run_1/registers.png
Other sequential cells in the stronger grey, the rest of the logic in the fainter grey.
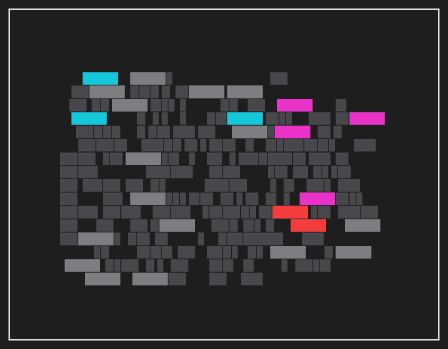
run_1/met1.png
Supply wires on this layer in grey. Cells faint in the background.
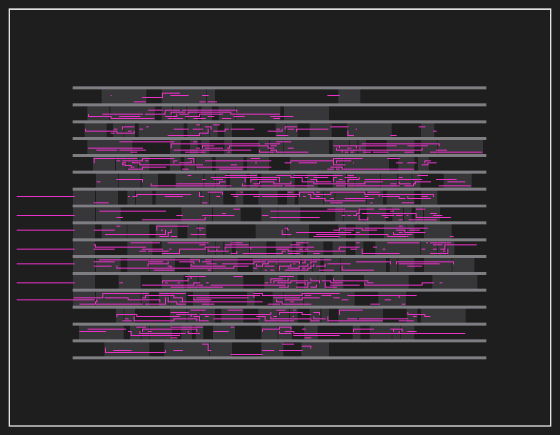
run_1/met2.png
Cells faint in the background.
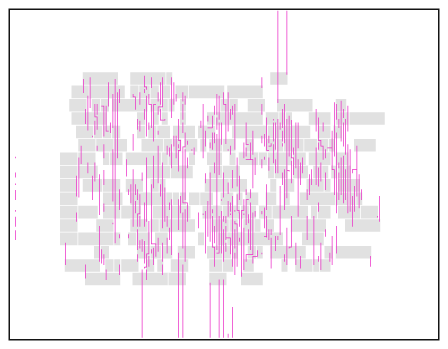
--- config.mk ---
export PLATFORM = sky130hd
export DESIGN_NAME = lfsr_draw_arbiter_flat
export DESIGN_NICKNAME = d
export VERILOG_FILES = /design/src/rtl/lfsr_draw_arbiter_if.sv /design/src/rtl/lfsr_draw_arbiter.sv /design/src/flat_wrapper.sv
export SDC_FILE = /design/constraint.sdc
export NUM_CORES = 1
export LEC_CHECK = 0
export CORE_ASPECT_RATIO = 0.7
export CORE_MARGIN = 10
export CORE_UTILIZATION = 45
export DETAILED_ROUTE_END_ITERATION = 12
export PLACE_DENSITY = 0.71
export SETUP_SLACK_MARGIN = 0.15
export SLEW_MARGIN = 20
export SYNTH_ARGS = -nofsm -noshare
export SYNTH_HDL_FRONTEND = slang
export SYNTH_SLANG_ARGS = --single-unit
--- constraint.sdc ---
create_clock -name clk -period 2.6 [get_ports clk]
set_clock_uncertainty 0.05 [all_clocks]
set_input_delay 0.52 -clock clk [delete_from_list [all_inputs] [get_ports clk]]
set_output_delay 0.52 -clock clk [all_outputs]
set_load 0.01 [all_outputs]
--- src/rtl/lfsr_draw_arbiter_if.sv ---
// Request/grant/result bundle between the requesters and the shared LFSR draw arbiter.
// The master side drives requests and limits, the slave side (the arbiter) answers.
interface lfsr_draw_arbiter_if #(
    parameter int N_REQ = 4
);
    logic [N_REQ-1:0]   req;
    logic [3*N_REQ-1:0] limit;
    logic [N_REQ-1:0]   gnt;
    logic [2:0]         rnd_out;
    logic               rnd_valid;
    logic               rnd_fail;
    logic               busy;

    modport master (
        output req, limit,
        input  gnt, rnd_out, rnd_valid, rnd_fail, busy
    );

    modport slave (
        input  req, limit,
        output gnt, rnd_out, rnd_valid, rnd_fail, busy
    );
endinterface

--- src/rtl/lfsr_draw_arbiter.sv ---
// Round-robin arbiter sharing one 3-bit XNOR LFSR among requesters; rejection-samples
// values against the granted requester's limit and gives up after MAX_TRIES draws.
module lfsr_draw_arbiter #(
    parameter int N_REQ     = 4,
    parameter int MAX_TRIES = 7
) (
    input logic             clk,
    input logic             reset,
    lfsr_draw_arbiter_if.slave bus
);
    localparam int SW = $clog2(N_REQ);

    typedef enum logic [1:0] {IDLE, DRAW, DONE} state_t;

    state_t          state, state_n;
    logic [2:0]      lfsr, lfsr_n;
    logic [2:0]      lim, lim_n;
    logic [2:0]      rnd_out_q, rnd_out_n;
    logic [N_REQ-1:0] gnt_q, gnt_n;
    logic            valid_q, valid_n;
    logic            fail_q, fail_n;
    logic [3:0]      tries, tries_n;
    logic [SW-1:0]   rr_ptr, rr_ptr_n;
    logic [SW-1:0]   sel, sel_n;
    logic [SW-1:0]   pick, idx;
    logic [2:0]      pick_lim;
    logic            found;

    // 111 is the XNOR lockup state; steer it back into the period-7 cycle.
    function automatic logic [2:0] lfsr_step(input logic [2:0] v);
        if (v == 3'b111)
            return 3'b000;
        return {v[1:0], ~(v[1] ^ v[2])};
    endfunction

    function automatic logic [SW-1:0] wrap_inc(input logic [SW-1:0] i);
        if (int'(i) == N_REQ - 1)
            return '0;
        return i + 1'b1;
    endfunction

    // First active request at or after rr_ptr, wrapping around.
    always_comb begin
        found    = 1'b0;
        pick     = rr_ptr;
        idx      = '0;
        pick_lim = 3'b000;
        for (int k = 0; k < N_REQ; k++) begin
            idx = SW'((int'(rr_ptr) + k) % N_REQ);
            if (!found && bus.req[idx]) begin
                found = 1'b1;
                pick  = idx;
            end
        end
        for (int k = 0; k < N_REQ; k++) begin
            if (int'(pick) == k)
                pick_lim = bus.limit[3*k +: 3];
        end
    end

    always_comb begin
        state_n   = state;
        lfsr_n    = lfsr;
        lim_n     = lim;
        rnd_out_n = rnd_out_q;
        gnt_n     = gnt_q;
        valid_n   = 1'b0;
        fail_n    = 1'b0;
        tries_n   = tries;
        rr_ptr_n  = rr_ptr;
        sel_n     = sel;
        case (state)
            IDLE: begin
                gnt_n = '0;
                if (found) begin
                    gnt_n   = N_REQ'(1) << pick;
                    sel_n   = pick;
                    lim_n   = pick_lim;
                    tries_n = 4'd0;
                    state_n = DRAW;
                end
            end
            DRAW: begin
                lfsr_n = lfsr_step(lfsr);
                // Accept is checked before the try budget so the last draw can still succeed.
                if (!bus.req[sel]) begin
                    gnt_n    = '0;
                    rr_ptr_n = wrap_inc(sel);
                    state_n  = IDLE;
                end else if (lfsr <= lim) begin
                    rnd_out_n = lfsr;
                    valid_n   = 1'b1;
                    state_n   = DONE;
                end else if (tries == 4'(MAX_TRIES - 1)) begin
                    fail_n  = 1'b1;
                    state_n = DONE;
                end else begin
                    tries_n = tries + 4'd1;
                end
            end
            DONE: begin
                gnt_n    = '0;
                rr_ptr_n = wrap_inc(sel);
                state_n  = IDLE;
            end
            default: begin
                gnt_n   = '0;
                state_n = IDLE;
            end
        endcase
    end

    always_ff @(posedge clk) begin
        if (!reset) begin
            state     <= IDLE;
            lfsr      <= 3'b000;
            lim       <= 3'b000;
            rnd_out_q <= 3'b000;
            gnt_q     <= '0;
            valid_q   <= 1'b0;
            fail_q    <= 1'b0;
            tries     <= 4'd0;
            rr_ptr    <= '0;
            sel       <= '0;
        end else begin
            state     <= state_n;
            lfsr      <= lfsr_n;
            lim       <= lim_n;
            rnd_out_q <= rnd_out_n;
            gnt_q     <= gnt_n;
            valid_q   <= valid_n;
            fail_q    <= fail_n;
            tries     <= tries_n;
            rr_ptr    <= rr_ptr_n;
            sel       <= sel_n;
        end
    end

    assign bus.gnt       = gnt_q;
    assign bus.rnd_out   = rnd_out_q;
    assign bus.rnd_valid = valid_q;
    assign bus.rnd_fail  = fail_q;
    assign bus.busy      = (state == DRAW) || (state == DONE);
endmodule

--- src/flat_wrapper.sv ---
// flat-port wrapper written by rule: the top's interface ports become plain ports
module lfsr_draw_arbiter_flat 
#(
    parameter int N_REQ     = 4,
    parameter int MAX_TRIES = 7
)
  (clk, reset, bus_req, bus_limit, bus_gnt, bus_rnd_out, bus_rnd_valid, bus_rnd_fail, bus_busy);
  lfsr_draw_arbiter_if #(.N_REQ(N_REQ)) bus_i ();
  input logic clk;
  input logic reset;
  input wire logic [$bits(bus_i.req)-1:0] bus_req;
  input wire logic [$bits(bus_i.limit)-1:0] bus_limit;
  output wire logic [$bits(bus_i.gnt)-1:0] bus_gnt;
  output wire logic [$bits(bus_i.rnd_out)-1:0] bus_rnd_out;
  output wire logic [$bits(bus_i.rnd_valid)-1:0] bus_rnd_valid;
  output wire logic [$bits(bus_i.rnd_fail)-1:0] bus_rnd_fail;
  output wire logic [$bits(bus_i.busy)-1:0] bus_busy;
  assign bus_i.req = bus_req;
  assign bus_i.limit = bus_limit;
  assign bus_gnt = bus_i.gnt;
  assign bus_rnd_out = bus_i.rnd_out;
  assign bus_rnd_valid = bus_i.rnd_valid;
  assign bus_rnd_fail = bus_i.rnd_fail;
  assign bus_busy = bus_i.busy;
  lfsr_draw_arbiter #(.N_REQ(N_REQ), .MAX_TRIES(MAX_TRIES)) u_core (.clk(clk), .reset(reset), .bus(bus_i));
endmodule
==> run summary, run 1 <==
Implementation run completed; key figures follow.

Cells and area:
- The run gives the multi-input combinational area share as 45.8%.
- The fraction of final cell area spent on clock buffers and inverters in this run is between 2 and 2.5%.
- According to the cell report, flip-flops and latches in the layout number 25.
- The run puts the non-clock buffer share of cell area at 19.4%.
- The run gives the fraction of final layout cells sized beyond drive strength 1 as 14.2%.
- The run puts the share of the core filled with cells at roughly 63%.
- After layout, the inverter instance count without clock inverters stands at 12.
- Per the run report, area growth between synthesis and finish was 28.9%.
- The run puts the number of ordinary and repair buffers in the finished layout at 38.
- The library cells used most frequently in the layout, excluding fill and tap cells, are 26 x clkdlybuf4s50_1, 25 x dfxtp_1, 18 x nand2_1.
- The run puts the antenna diode count at 0.

Clock tree:
- The run puts the number of H-tree levels at 1.
- The run puts the total of hold buffers inserted after clock tree synthesis at 0.
- The run puts the latest clock arrival within the worst-skew pair at approximately 0.27 ns.
- TritonCTS built the clock tree.
- The run puts the maximum clock path buffer count at 2.
- The run puts the total of cells resized after clock tree synthesis at 0.
- The clock drives 25 sinks.
- The root buffer cell chosen for the clock tree is clkbuf_8.
- The run puts the number of buffers created by CTS at 3.

Power and ir drop:
- The run puts the clock network fraction of design power at roughly 16%.
- The run gives the total sequential power as between 500 and 600 uW.
- The run puts the total leakage power at 0.000720 uW.
- The run gives the total power as 1450 uW.
- The run puts the power of the clock network at around 230 uW.
- The run puts the peak ir drop on the vdd network at around 0.37 mV.
- The run gives the combinational cell power as 707 uW.
- The run gives the sequential share of power as 35.2%.
- Of all power groups, the one with the highest power is combinational cells.
- In this run the power spent charging and discharging nets is roughly 550 uW.

Worst hold path:
- The run gives the sink of the worst hold path as u_core.bus.gnt[1].

Final timing:
- The run puts the worst setup margin at approximately 0.27 ns.
- The run puts the max-slew violation count at 0.
- Per the finish-stage timing summary, setup violations number 0.
- Setup repair after global routing left no endpoint under its margin.
- The run puts the final hold slack at about 0.4 ns.
- The max-slew check reports its worst relative slack as 59.7%.

Floorplanning:
- The floorplan step defined a die boundary enclosing 5830 sq um.
- The run puts the top-level I/O count at 28.
- The run puts the placement row count at 16.

Yosys:
- The commonest register cell is dfxtp_1.
- Warnings reported by Yosys during synthesis add up to 0.
- The synthesized design spends more area on one cell type than any other, namely dfxtp_1.
- Ranked by total cell area, the synthesized netlist is headed by dfxtp_1 35%, ha_1 7.9%, mux2_2 5.6%.
- The run puts the area figure in the yosys stat output at between 1000 and 1500 sq um.
- The run gives the mux cell area share after synthesis as 7.85%.
- The run puts the cell count listed in synth_stat.txt at around 170.
- The run puts the area share of the largest cell type after synthesis at 35.3%.
- The run gives the fraction of registers with async set or reset after synthesis as 0%.
- The most common cell in the synthesized netlist is dfxtp_1.
- The run puts the mean cell area of the mapped netlist at roughly 8.4 sq um.
- The run puts the complex-gate fraction of the synthesized area at 21.3%.
- The run gives the register area share after synthesis as a little over a third.
- For reference, the top cells by count after synthesis are 25 x dfxtp_1, 18 x nand2_1, 15 x a21oi_1.
- Of the total synthesized cell area, the portion taken by AND, OR, NAND and NOR gates is 22.0%.
- In this run, the synthesized area fraction spent on adder and majority cells is recorded as 7.94%.

Placed design:
- The run gives the cell count after placement as between 200 and 250.
- The run puts the routability congestion estimate from global placement at between 0.7 and 0.8.
- The run gives the detailed-placement wirelength estimate as between 2 and 3 mm.
- Port buffering added 27 buffers.

Detailed routing:
- The run puts the count of antenna-violating nets left after detailed routing at 0.
- The detailed router finished its first iteration with 135 violations.
- Per the detail_route log, met2 wirelength is 1.47 mm.
- The run gives the vias per cell as approximately 5.8.

Critical path:
- In this design, the stage delay of the slowest critical-path cell is ~0.59 ns.
- In this run the register-to-register setup slack is approximately 0.56 ns.
- The worst register-to-register path ends at u_core.state[1].
- The setup path with the least slack is of type in -> reg.
- On the critical path the data arrives at around 2.4 ns.
- The run puts the required time of the critical path at about 2.7 ns.
- Per STA, the worst path is made up of clkdlybuf4s50_1 -> mux4_2 -> nand2_1 -> a211oi_1 -> buf_4 -> a21oi_1 -> a41o_1.
- The run gives the startpoint of the worst-slack reg-to-reg timing path as u_core.lfsr[1].
- The run gives the sort of element at the end of the critical path as a flop.
- The capture point of the critical path was reported as u_core.tries[2].
- The kind of cell with the highest combined delay along the critical path is buffers and inverters.

Global route:
- The run gives the initial antenna violation count as 0.
- The run gives the busiest layer in global routing as met1.
- The run gives the met3 layer usage reported by global route as under 10%.
- The number of global-route vias before repair is roughly 1300.
- Entering global routing, the biggest net connects 16 pins.

Run:
- The run puts the total number of warnings across the stage logs at 29.
- The run gives the tally of max-capacitance violations as 0.

Run status:
- The flow ran to the end, and the final reports show no timing, DRC or antenna violations.
Notes on registers.png above:
legend:
  magenta:
    name_in_the_netlist: `u_core.tries`
    flops: 4
  cyan:
    name_in_the_netlist: `u_core.bus.rnd_out`
    flops: 3
  red:
    name_in_the_netlist: `u_core.sel`
    flops: 2
not coloured: 16

Notes on met1.png above:
wire length on this layer: 1670 um
main direction: horizontal
Routed Wire Length: 3.55 mm
met1 track utilization from global routing: 17.0%

Notes on met2.png above:
nets with wire on the layer: 185
wire length on this layer: 1470 um
longest straight run: 33.3 um
share of all routed wire: 41%
main direction: vertical
GRT met2 Usage: 16.7%
detailed-route via count: 1387

==> run 2, diff against run 1 <==
--- a/config.mk
+++ b/config.mk
@@ -5,11 +5,13 @@
 export SDC_FILE = /design/constraint.sdc
 export NUM_CORES = 1
 export LEC_CHECK = 0
+export ABC_CLOCK_PERIOD_IN_PS = 2600
 export CORE_ASPECT_RATIO = 0.7
 export CORE_MARGIN = 10
-export CORE_UTILIZATION = 45
+export CORE_UTILIZATION = 51
 export DETAILED_ROUTE_END_ITERATION = 12
-export PLACE_DENSITY = 0.71
+export GPL_ROUTABILITY_DRIVEN = 0
+export PLACE_DENSITY = 0.79
 export SETUP_SLACK_MARGIN = 0.15
 export SLEW_MARGIN = 20
 export SYNTH_ARGS = -nofsm -noshare
run_2/final_congestion.png
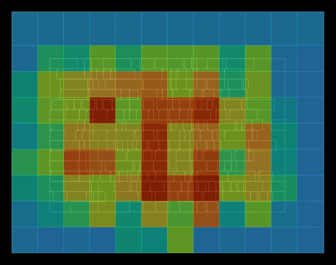
met1 track utilization from global routing: 17.0%
WL/cell: 16.4 um
post-layout util: 71.3%

==> run 2 against run 1 <==
Compared with the run above: critical endpoint is now u_core.bus.gnt[2]; clock power barely moved; global-route usage rose by 1.7 points; die size fell by 8.7%; maximum frequency fell by 0.47%; via count rose by 1.4%; largest power group unchanged; non-clock buffer count fell by 2; utilization rose by 8.3 points; final area fell by 0.55%.
==> run summary, run 2 <==
Implementation run completed; key figures follow.

Run status:
- The flow ran to the end, and the final reports show no timing, DRC or antenna violations.

Critical path:
- The run gives the peak per-stage delay on the critical path as 0.52 ns.
- Broken down by cell family, the worst path's largest delay share belongs to simple AND/OR/NAND/NOR gates.
- The endpoint identified for the worst register-to-register timing path is u_core.state[1].
- The run puts the required time of the critical path at roughly 2.8 ns.
- The run gives the endpoint of the worst setup timing path as u_core.bus.gnt[2].
- Listed in order, past its start point the critical path passes clkdlybuf4s50_1 -> buf_4 -> mux4_2 -> and2_4 -> or4_1 -> a21oi_1.
- The run puts the worst reg-to-reg setup slack at 0.38 ns.

Final timing:
- The run gives the worst relative slew slack as 49.8%.
- The final timing report lists a max-slew violation count of 0.
- Setup repair after global routing left no endpoint under its margin.

Yosys:
- In the post-synthesis netlist, the cell with the most instances is dfxtp_1.
- Yosys reports that the most numerous cell types are 25 x dfxtp_1, 18 x nand2_1, 15 x a21oi_1.
- The run puts the adder and majority gate portion of the synthesized area at 7.94%.
- The run puts the mux cell area share after synthesis at roughly 7.8%.
- The run gives the warning count from the yosys run as 0.
- The run puts the area share of the largest cell type after synthesis at between 30% and 40%.
- The run gives the register area share after synthesis as 35.3%.

Run:
- The run puts the total number of warnings across the stage logs at 29.
- The run gives the tally of max-capacitance violations as 0.

Detailed routing:
- The run puts the detailed-routed wire length on met2 at 1.80 mm.
- In this run the remaining antenna-violating nets after routing total 0.

Floorplanning:
- The run puts the top-level I/O count at 28.
- The run puts the floorplan die area at 5330 sq um.
- The run gives the placement row count as 15.

Cells and area:
- The run puts the number of ordinary and repair buffers in the finished layout at 36.
- The run puts the number of sequential storage elements at 25.
- In the layout the commonest cells are 27 x clkdlybuf4s50_1, 25 x dfxtp_1, 18 x nand2_1.
- The run puts the antenna diode count at 0.
- In the final layout, excluding clock inverters the inverter count is 12.
- The layout report gives the multi-input gate share of total cell area as between 40 and 50%.
- The run gives the non-clock buffer share of cell area as between 10% and 20%.

Clock tree:
- The run gives the maximum clock path buffer count as 2.
- TritonCTS built the clock tree.
- The run gives the latest clock arrival within the worst-skew pair as roughly 0.27 ns.
- The run gives the clock sink total as 25.
- The run gives the master cell of the clock root buffer as clkbuf_8.

Global route:
- Entering global routing, the biggest net connects 17 pins.
- Routing resource usage on met3 recorded by global route was 4.05%.
- The number of global-route vias before repair is 1404.

Power and ir drop:
- After layout, the design draws a total of 1460 uW.
- The run gives the net switching power as approximately 570 uW.
- Combinational cells consume a total of 709 uW.
- The run gives the largest power group as combinational cells.
- The run puts the total sequential power at around 500 uW.
- The run gives the power of the clock network as between 200 and 250 uW.
- Per the OpenROAD power report, leakage power amounts to about 0.0007 uW.

Worst hold path:
- Hold analysis lists the worst path endpoint as u_core.bus.gnt[1].
run_2/met2.png
Cells faint in the background.
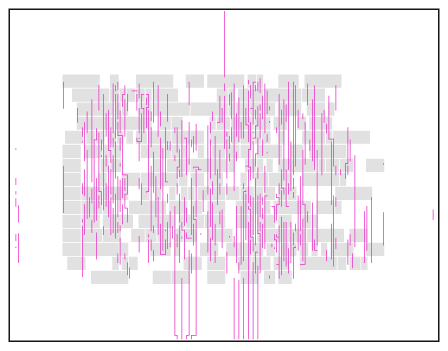
longest straight run: 25.0 um
wire length on this layer: 1800 um
share of all routed wire: 47%
nets with wire on the layer: 201
main direction: vertical
Routed Wire Length: 3.88 mm
GRT met2 Usage: 23.7%

==> run 3, diff against run 2 <==
--- a/config.mk
+++ b/config.mk
@@ -5,14 +5,13 @@
 export SDC_FILE = /design/constraint.sdc
 export NUM_CORES = 1
 export LEC_CHECK = 0
-export ABC_CLOCK_PERIOD_IN_PS = 2600
+export ABC_CLOCK_PERIOD_IN_PS = 2780
 export CORE_ASPECT_RATIO = 0.7
 export CORE_MARGIN = 10
-export CORE_UTILIZATION = 51
+export CORE_UTILIZATION = 55
 export DETAILED_ROUTE_END_ITERATION = 12
 export GPL_ROUTABILITY_DRIVEN = 0
-export PLACE_DENSITY = 0.79
-export SETUP_SLACK_MARGIN = 0.15
+export PLACE_DENSITY = 0.84
 export SLEW_MARGIN = 20
 export SYNTH_ARGS = -nofsm -noshare
 export SYNTH_HDL_FRONTEND = slang
==> constraint.sdc (replaced) <==
create_clock -name clk -period 2.78 [get_ports clk]
set_clock_uncertainty 0.05 [all_clocks]
set_input_delay 0.556 -clock clk [delete_from_list [all_inputs] [get_ports clk]]
set_output_delay 0.556 -clock clk [all_outputs]
set_load 0.01 [all_outputs]
==> run 3 against run 2 <==
Compared with the run above: sequential share of layout area increased by 0.62 points; hold slack gained 0.00065 ns; wire length decreased by 5.4%; die size down 5.3%; register-to-register slack better by 0.20 ns; sequential power fell by 7.0%; synthesized area unchanged; critical path depth stayed put; via count fell by 1.9%; final area fell by 2.2%; largest cell class unchanged; critical path type unchanged; global-route usage grew 0.70 points.
==> run summary, run 3 <==
Implementation run completed; key figures follow.

Run status:
- The run finished with clean final reports.

Cells and area:
- The run puts the clock-cell share of area at under 10%.
- The run gives the number of non-clock inverters as 12.
- The run puts the antenna diode count at 0.
- Of the total standard cell area in the layout, the multi-input combinational portion is 47.1%.
- The run puts the number of ordinary and repair buffers in the finished layout at 32.
- Per the final report, the share of cell area in non-clock buffers is ~17%.

Worst hold path:
- The path with the worst hold slack has its endpoint at u_core.bus.gnt[1].

Yosys:
- The run gives the mean cell area of the mapped netlist as about 8.4 sq um.
- The synthesis report lists the Yosys warning total as 0.
- The run gives the synthesized-area fraction occupied by and/or/nand/nor cells as between 20% and 30%.
- Sorting the Yosys area breakdown by cell type puts at the top dfxtp_1.
- The run puts the area figure in the yosys stat output at ~1400 sq um.
- The commonest cells after synthesis are 25 x dfxtp_1, 18 x nand2_1, 15 x a21oi_1.
- The run gives the fraction of registers with async set or reset after synthesis as 0%.
- For this run, the leading register cell type out of synthesis is dfxtp_1.
- The run gives the adder and majority gate portion of the synthesized area as 7.94%.
- The run gives the register area share after synthesis as 35.3%.
- Sorting the synthesis cell report by count puts at the top dfxtp_1.
- The main area contributors are dfxtp_1 35%, ha_1 7.9%, mux2_2 5.6%.
- The run gives the cell count listed in synth_stat.txt as 169.
- The run gives the area share of the largest cell type after synthesis as between 30% and 40%.

Critical path:
- The run gives the sort of element at the end of the critical path as a flop.
- The worst register-to-register path ends at u_core.tries[1].
- The run puts the required time of the critical path at 2.89 ns.
- In the setup report, the worst path falls into the class in -> reg.
- Data arrives at the worst endpoint at roughly 2.6 ns.
- The capture point of the critical path was reported as u_core.lim[1].
- The run gives the cell family contributing the most delay on the critical path as AND-OR/OR-AND gates.
- The signal on the critical path passes through clkdlybuf4s50_1 -> and2b_2 -> o21ai_0 -> o211a_1 -> mux2_2 -> a221o_1.
- The run gives the worst reg-to-reg setup slack as just under 0.6 ns.
- Per the timing report, the most critical flop-to-flop path originates at u_core.state[1].

Clock tree:
- Per the repair_timing log after CTS, setup buffers inserted total 0.
- The run puts the latest clock arrival within the worst-skew pair at between 0.2 and 0.3 ns.
- Post-CTS repair ended up resizing 0 cells.
- The run gives the clock sink total as 25.
- The run puts the maximum clock path buffer count at 2.
- Hold repair after CTS inserted 0 buffers.
- The tree is rooted in a clkbuf_8.
- The run puts the number of buffers created by CTS at 3.

Detailed routing:
- The run puts the total routed wirelength at 3.66 mm.
- The run gives the total via count in the routed design as around 1400.
- For this run, the detailed router reports a per-instance via density of just under 6.
- The run gives the detailed-routed wire length on met2 as 1.84 mm.
- The run gives the number of violations reported at the end of detailed-routing iteration 0 as roughly 93.
- The run puts the count of antenna-violating nets left after detailed routing at 0.
- The script logs the mean routed wire length per placed instance as around 16 um.

Power and ir drop:
- The run gives the sequential share of power as between 30% and 40%.
- The run puts the clock network fraction of design power at 16.0%.
- The run puts the net switching power at ~520 uW.
- Overall power consumption after layout is estimated at about 1300 uW.
- The largest part of the power goes to combinational cells.
- The run gives the combinational cell power as 641 uW.
- The run gives the total sequential power as approximately 480 uW.
- The script extracted a total leakage power of approximately 0.00069 uW.
- The run gives the peak ir drop on the vdd network as ~0.43 mV.

Run:
- Per the run summary, max-cap violations total 0.
- Summing over the stages, the warning tally comes to 29.

Global route:
- The run gives the met1 track utilization from global routing as about 18%.
- The number of global-route vias before repair is between 1000 and 1500.
- The run gives the initial antenna violation count as 0.
- Global route summary, busiest routing layer listed as met2.

Floorplanning:
- In this run the core area contains 15 standard-cell rows.
- The run gives the floorplan die area as ~5000 sq um.
- The run gives the top-level I/O count as 28.

Final timing:
- The final timing report lists a max-slew violation count of 0.
- In the final report, the number of endpoints failing setup comes to 0.
- Across all setup checks in the final design, the least slack found is between 0.3 and 0.4 ns.
- The run gives the worst relative slew slack as roughly three fifths.
- The run puts the final hold slack at a little over 0.4 ns.

Placed design:
- The run puts the number of port buffers at 27.
- Counting tap cells, the placed design contains a total of around 230 instances.
run_3/registers.png
Other sequential cells in the stronger grey, the rest of the logic in the fainter grey.
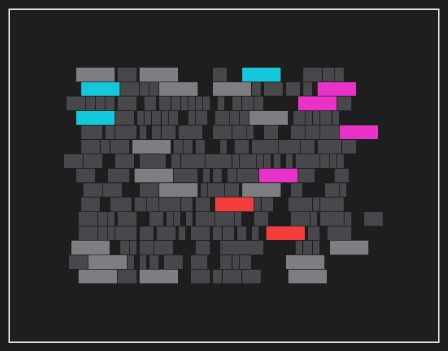
legend:
  red:
    name_in_the_netlist: `u_core.sel`
    flops: 2
  cyan:
    name_in_the_netlist: `u_core.bus.rnd_out`
    flops: 3
  magenta:
    name_in_the_netlist: `u_core.tries`
    flops: 4
not coloured: 16
Seq area share: 28.1%
post-layout util: 72.4%
Register Area: 500 sq um

run_3/port_nets.png
Bar = 20 um.
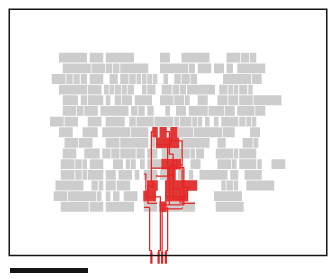
legend:
  red:
    port: `bus_req`
    bits: 4
    direction: input
    end_cells: 15
    buffers: 4
    wire: 210 um

Power and IR drop assume default switching activity.
